==> images/final_congestion.png <==
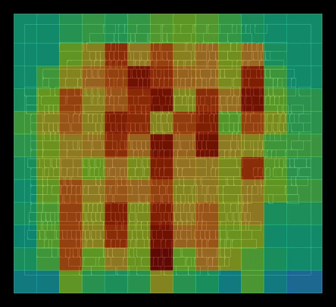
==> images/registers.png <==
Other sequential cells in the stronger grey, the rest of the logic in the fainter grey.
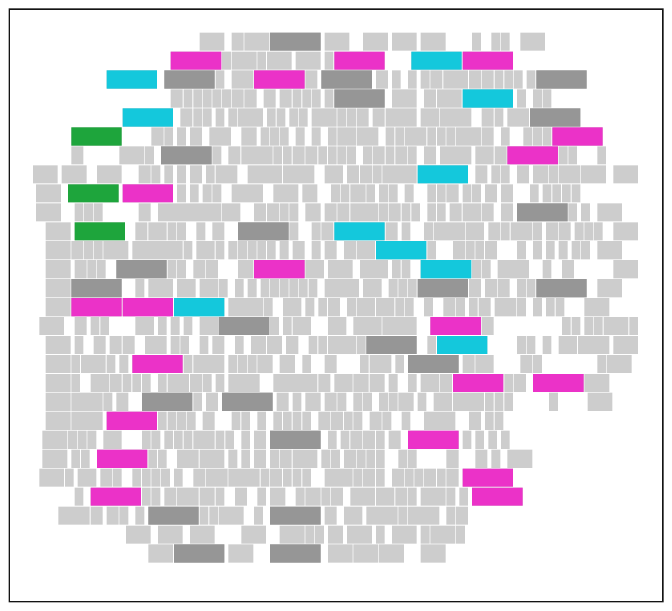
==> images/met4.png <==
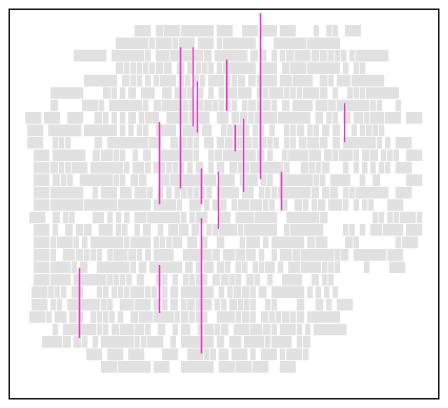
## src/rtl/framebuffer_writer_pkg.sv

```systemverilog
// Shared types for the framebuffer writer: screen coordinate struct,
// default screen geometry and the writer FSM state encoding.
package framebuffer_writer_pkg;

  // Coordinate field width; wide enough for the default screen plus off-screen inputs.
  localparam int unsigned XY_W = 10;

  localparam int unsigned DEF_SCREEN_W = 640;
  localparam int unsigned DEF_SCREEN_H = 480;

  typedef struct packed {
    logic [XY_W-1:0] x;
    logic [XY_W-1:0] y;
  } screen_xy_t;

  typedef enum logic {
    IDLE = 1'b0,
    FILL = 1'b1
  } fbw_state_t;

  // A rectangle with an inverted axis covers no pixels.
  function automatic logic is_degenerate(input screen_xy_t p0, input screen_xy_t p1);
    return (p1.x < p0.x) || (p1.y < p0.y);
  endfunction

endpackage

```

## src/rtl/framebuffer_writer.sv

```systemverilog
// Rectangle-fill writer: accepts one fill command at a time and streams
// one pixel write per accepted framebuffer handshake in raster order.
// Optional clipping to the visible screen is enabled by FB_WRITER_CLIP_EN.
module framebuffer_writer
  import framebuffer_writer_pkg::*;
#(
  parameter int unsigned SCREEN_W = DEF_SCREEN_W,
  parameter int unsigned SCREEN_H = DEF_SCREEN_H
) (
  input  logic       Clk,
  input  logic       Reset,
  input  logic       cmd_valid,
  output logic       cmd_ready,
  input  screen_xy_t cmd_p0,
  input  screen_xy_t cmd_p1,
  input  logic [2:0] cmd_color,
  output logic       wr_en,
  input  logic       wr_ready,
  output screen_xy_t wr_coords,
  output logic [2:0] wr_color,
  output logic       done
);

  localparam logic [XY_W-1:0] MAX_X = XY_W'(SCREEN_W - 1);
  localparam logic [XY_W-1:0] MAX_Y = XY_W'(SCREEN_H - 1);

  fbw_state_t      state_q, state_d;
  logic [XY_W-1:0] p0_x_q, p0_x_d;
  screen_xy_t      p1_q, p1_d;
  screen_xy_t      wr_coords_d;
  logic [2:0]      wr_color_d;
  logic            done_d;

  screen_xy_t      acc_p1;
  logic            acc_degen;

`ifdef FB_WRITER_CLIP_EN
  // Clamp the far corner on-screen; an off-screen near corner draws nothing.
  always_comb begin
    acc_p1.x  = (cmd_p1.x > MAX_X) ? MAX_X : cmd_p1.x;
    acc_p1.y  = (cmd_p1.y > MAX_Y) ? MAX_Y : cmd_p1.y;
    acc_degen = is_degenerate(cmd_p0, acc_p1) || (cmd_p0.x > MAX_X) || (cmd_p0.y > MAX_Y);
  end
`else
  // Coordinates pass through untouched; the source keeps them on-screen.
  always_comb begin
    acc_p1    = cmd_p1;
    acc_degen = is_degenerate(cmd_p0, cmd_p1);
  end

  logic [2*XY_W-1:0] unused_clip_bounds;
  assign unused_clip_bounds = {MAX_X, MAX_Y};
`endif

  // Next-state, address stepping and command latching.
  always_comb begin
    state_d     = state_q;
    p0_x_d      = p0_x_q;
    p1_d        = p1_q;
    wr_coords_d = wr_coords;
    wr_color_d  = wr_color;
    done_d      = 1'b0;

    case (state_q)
      IDLE: begin
        if (cmd_valid) begin
          p0_x_d     = cmd_p0.x;
          p1_d       = acc_p1;
          wr_color_d = cmd_color;
          if (acc_degen) begin
            done_d = 1'b1;
          end else begin
            state_d     = FILL;
            wr_coords_d = cmd_p0;
          end
        end
      end
      FILL: begin
        if (wr_ready) begin
          if (wr_coords.x == p1_q.x) begin
            if (wr_coords.y == p1_q.y) begin
              state_d = IDLE;
              done_d  = 1'b1;
            end else begin
              wr_coords_d.x = p0_x_q;
              wr_coords_d.y = wr_coords.y + XY_W'(1);
            end
          end else begin
            wr_coords_d.x = wr_coords.x + XY_W'(1);
          end
        end
      end
      default: state_d = IDLE;
    endcase
  end

  // State and output registers with synchronous reset.
  always_ff @(posedge Clk) begin
    if (Reset) begin
      state_q   <= IDLE;
      p0_x_q    <= '0;
      p1_q      <= '0;
      wr_coords <= '0;
      wr_color  <= '0;
      done      <= 1'b0;
      wr_en     <= 1'b0;
      cmd_ready <= 1'b1;
    end else begin
      state_q   <= state_d;
      p0_x_q    <= p0_x_d;
      p1_q      <= p1_d;
      wr_coords <= wr_coords_d;
      wr_color  <= wr_color_d;
      done      <= done_d;
      wr_en     <= (state_d == FILL);
      cmd_ready <= (state_d == IDLE);
    end
  end

endmodule
```

## config.mk

```make
export PLATFORM = sky130hd
export DESIGN_NAME = framebuffer_writer
export DESIGN_NICKNAME = d
export VERILOG_FILES = /design/src/rtl/framebuffer_writer_pkg.sv /design/src/rtl/framebuffer_writer.sv
export SDC_FILE = /design/constraint.sdc
export NUM_CORES = 1
export LEC_CHECK = 0
export ABC_AREA = 1
export CORE_ASPECT_RATIO = 0.9
export CORE_MARGIN = 3
export CORE_UTILIZATION = 52
export CTS_CLUSTER_DIAMETER = 200
export CTS_CLUSTER_SIZE = 40
export DETAILED_ROUTE_END_ITERATION = 12
export PLACE_DENSITY = 0.9
export SLEW_MARGIN = 15
export SYNTH_ARGS = -nofsm -noshare
export SYNTH_HDL_FRONTEND = slang
export SYNTH_SLANG_ARGS = --single-unit
```

## constraint.sdc

```tcl
create_clock -name Clk -period 2.09 [get_ports Clk]
set_input_delay 0.3135 -clock Clk [delete_from_list [all_inputs] [get_ports Clk]]
set_output_delay 0.3135 -clock Clk [all_outputs]
set_load 0.02 [all_outputs]
```

==> impl_metrics.toml <==
# yosys + openroad results
[pwr]
pg_clk_mw = 0.602
sequentialPowerShare_pct = 44.6
maxPowerGroup = "registers"
switching_share_pct = 35.28
p_leak_nw = 2.253
p_comb_share_pct = 34.1
p_per_area_nw_per_um2 = 603.6

[final_timing]
clock_skew_ps = 17.90
hold_violations = 0
max_slew_margin_pct = 69.04
max_freq_mhz = 510.1
post-route-period-util_pct = 93.81

[clock_tree]
clock_path_buffers = 2
clk_latency_ps = 310
cts_hold_buf = 0

[grt]
gr-total-overflow = 0
grt_pass1_vias = 3747
grt_max_degree = 35

[synthesis]
adder_share_pct = 6.978
syn_nets = 645
common_cells = "nand2_1 (159), nor2_1 (83), inv_1 (75), dfxtp_1 (56), o21ai_0 (50)"
synth.top_cell.area_share_pct = 31.26
synthArstFlopShare_pct = 0
flop_cell = "dfxtp_1"
synthXorXnorAreaFrac_pct = 3.664
syn_inst = 578

[detailed_routing]
ant_nets = 0
drt_first_pass_iters = 5

[floorplan]
die_w_um = 93.54
core.rowCount = 28
pin_count = 73
core_sq_um = 6621

[final_layout]
lay_top_cells = "nand2_1 (157), nor2_1 (80), inv_1 (75)"
drive_gt1_share_pct = 9.760
fin_nets = 732
mostFrequentLayoutCell = "nand2_1"
nFillCells = 529
area_growth_pct = 30.46

[place]
gpl.final_weighted_congestion = 0.9274
dp_cells = 747

[setup_path]
cpPeakStageDelay_ps = 480
worstPathCellList = "clkdlybuf4s50_1 -> inv_1 -> ha_1 -> nand2_1 -> nor2_2 -> nand3_1 -> nand3_1 -> nand3_1 -> nand2_2 -> inv_1 -> nor2_4 -> nor2_1 -> nor2_1"
crit_slowest_cell = "clkdlybuf4s50_1"
path_class = "in2reg"

[flow_run]
openroad.warnings = 26

[run_status]
run_status = "finished, final reports clean"
## Picture notes: final_congestion.png
GRT Max-Usage Layer: met2
Wirelength per Cell: 13.16 um
fin util: 70.65%
grt met2 use: 42.27%

## Picture notes: registers.png
| colour | signal | placed flops |
|---|---|---|
| cyan | p0_x_q | 10 |
| green | wr_color | 3 |
| magenta | p1_q | 20 |
not coloured: 23
seq pwr: 1.26 mW
Seq/total area: 23.96%

## Picture notes: met4.png
share of all routed wire: 2.4%
wire length on this layer: 235 um
longest straight run: 36.0 um
nets with wire on the layer: 14
main direction: vertical
vias after detailed routing: 3949
WL final: 9951 um

-- stage by stage --
stage	cell area, sq um	setup TNS (ps)	worst slack [ps]
after global routing	4678	-5.737	-3.407
after CTS	4623	0	58.49
after detailed placement	4537	-4285	-233.6
after global placement	4537	-3537	-180.6
final	4678	0	129.5
after floorplan	3586	0	399.0
-- sequential cells by signal, summed over array words and instances (netlist names) --
signal,count
p0_x_q,10
state_q,1
cmd_ready,1
done,1
wr_coords,20
wr_color,3
p1_q,20
-- layer usage --
| layer | vias to the layer above | track usage, % | routed length [um] |
|---|---|---|---|
| li1 | 1966 | - | - |
| met1 | 1768 | 32.36 | 4222 |
| met2 | 184 | 42.27 | 4707 |
| met3 | 31 | 3.315 | 787 |
| met4 | 0 | 9.318 | 234 |
| met5 | - | 0 | 0 |
-- tightest hold or removal path: cells and delay by family (launching register included) --
family	cells	cell delay, ps
buf+inv	1	60
flops	1	310
compound gates	1	50
-- path summary, 6_finish.rpt --
kind                                     from      endpoint  slack, ps  cells after the start
worst max-delay path               cmd_p0[17]  wr_coords[8]        130                     13
worst min-delay path                p0_x_q[7]     p0_x_q[7]        460                      2
worst max register to register  wr_coords[18]  wr_coords[8]        150                     12
worst min register to register      p0_x_q[7]     p0_x_q[7]        460                      2
-- final cells by class --
| cell class | instances | area (sq um) | area share (%) |
|---|---|---|---|
| clock inverters | 2 | 13.76 | 0.2942 |
| multi-input cells | 415 | 2073 | 44.32 |
| clock buffers | 6 | 72.57 | 1.551 |
| inverters | 85 | 319.1 | 6.820 |
| well taps | 90 | 112.6 | 2.407 |
| flip-flops and latches | 56 | 1121 | 23.96 |
| repair buffers | 102 | 965.9 | 20.65 |
Power figures rest on the tool's default switching activity, not on a simulated workload.
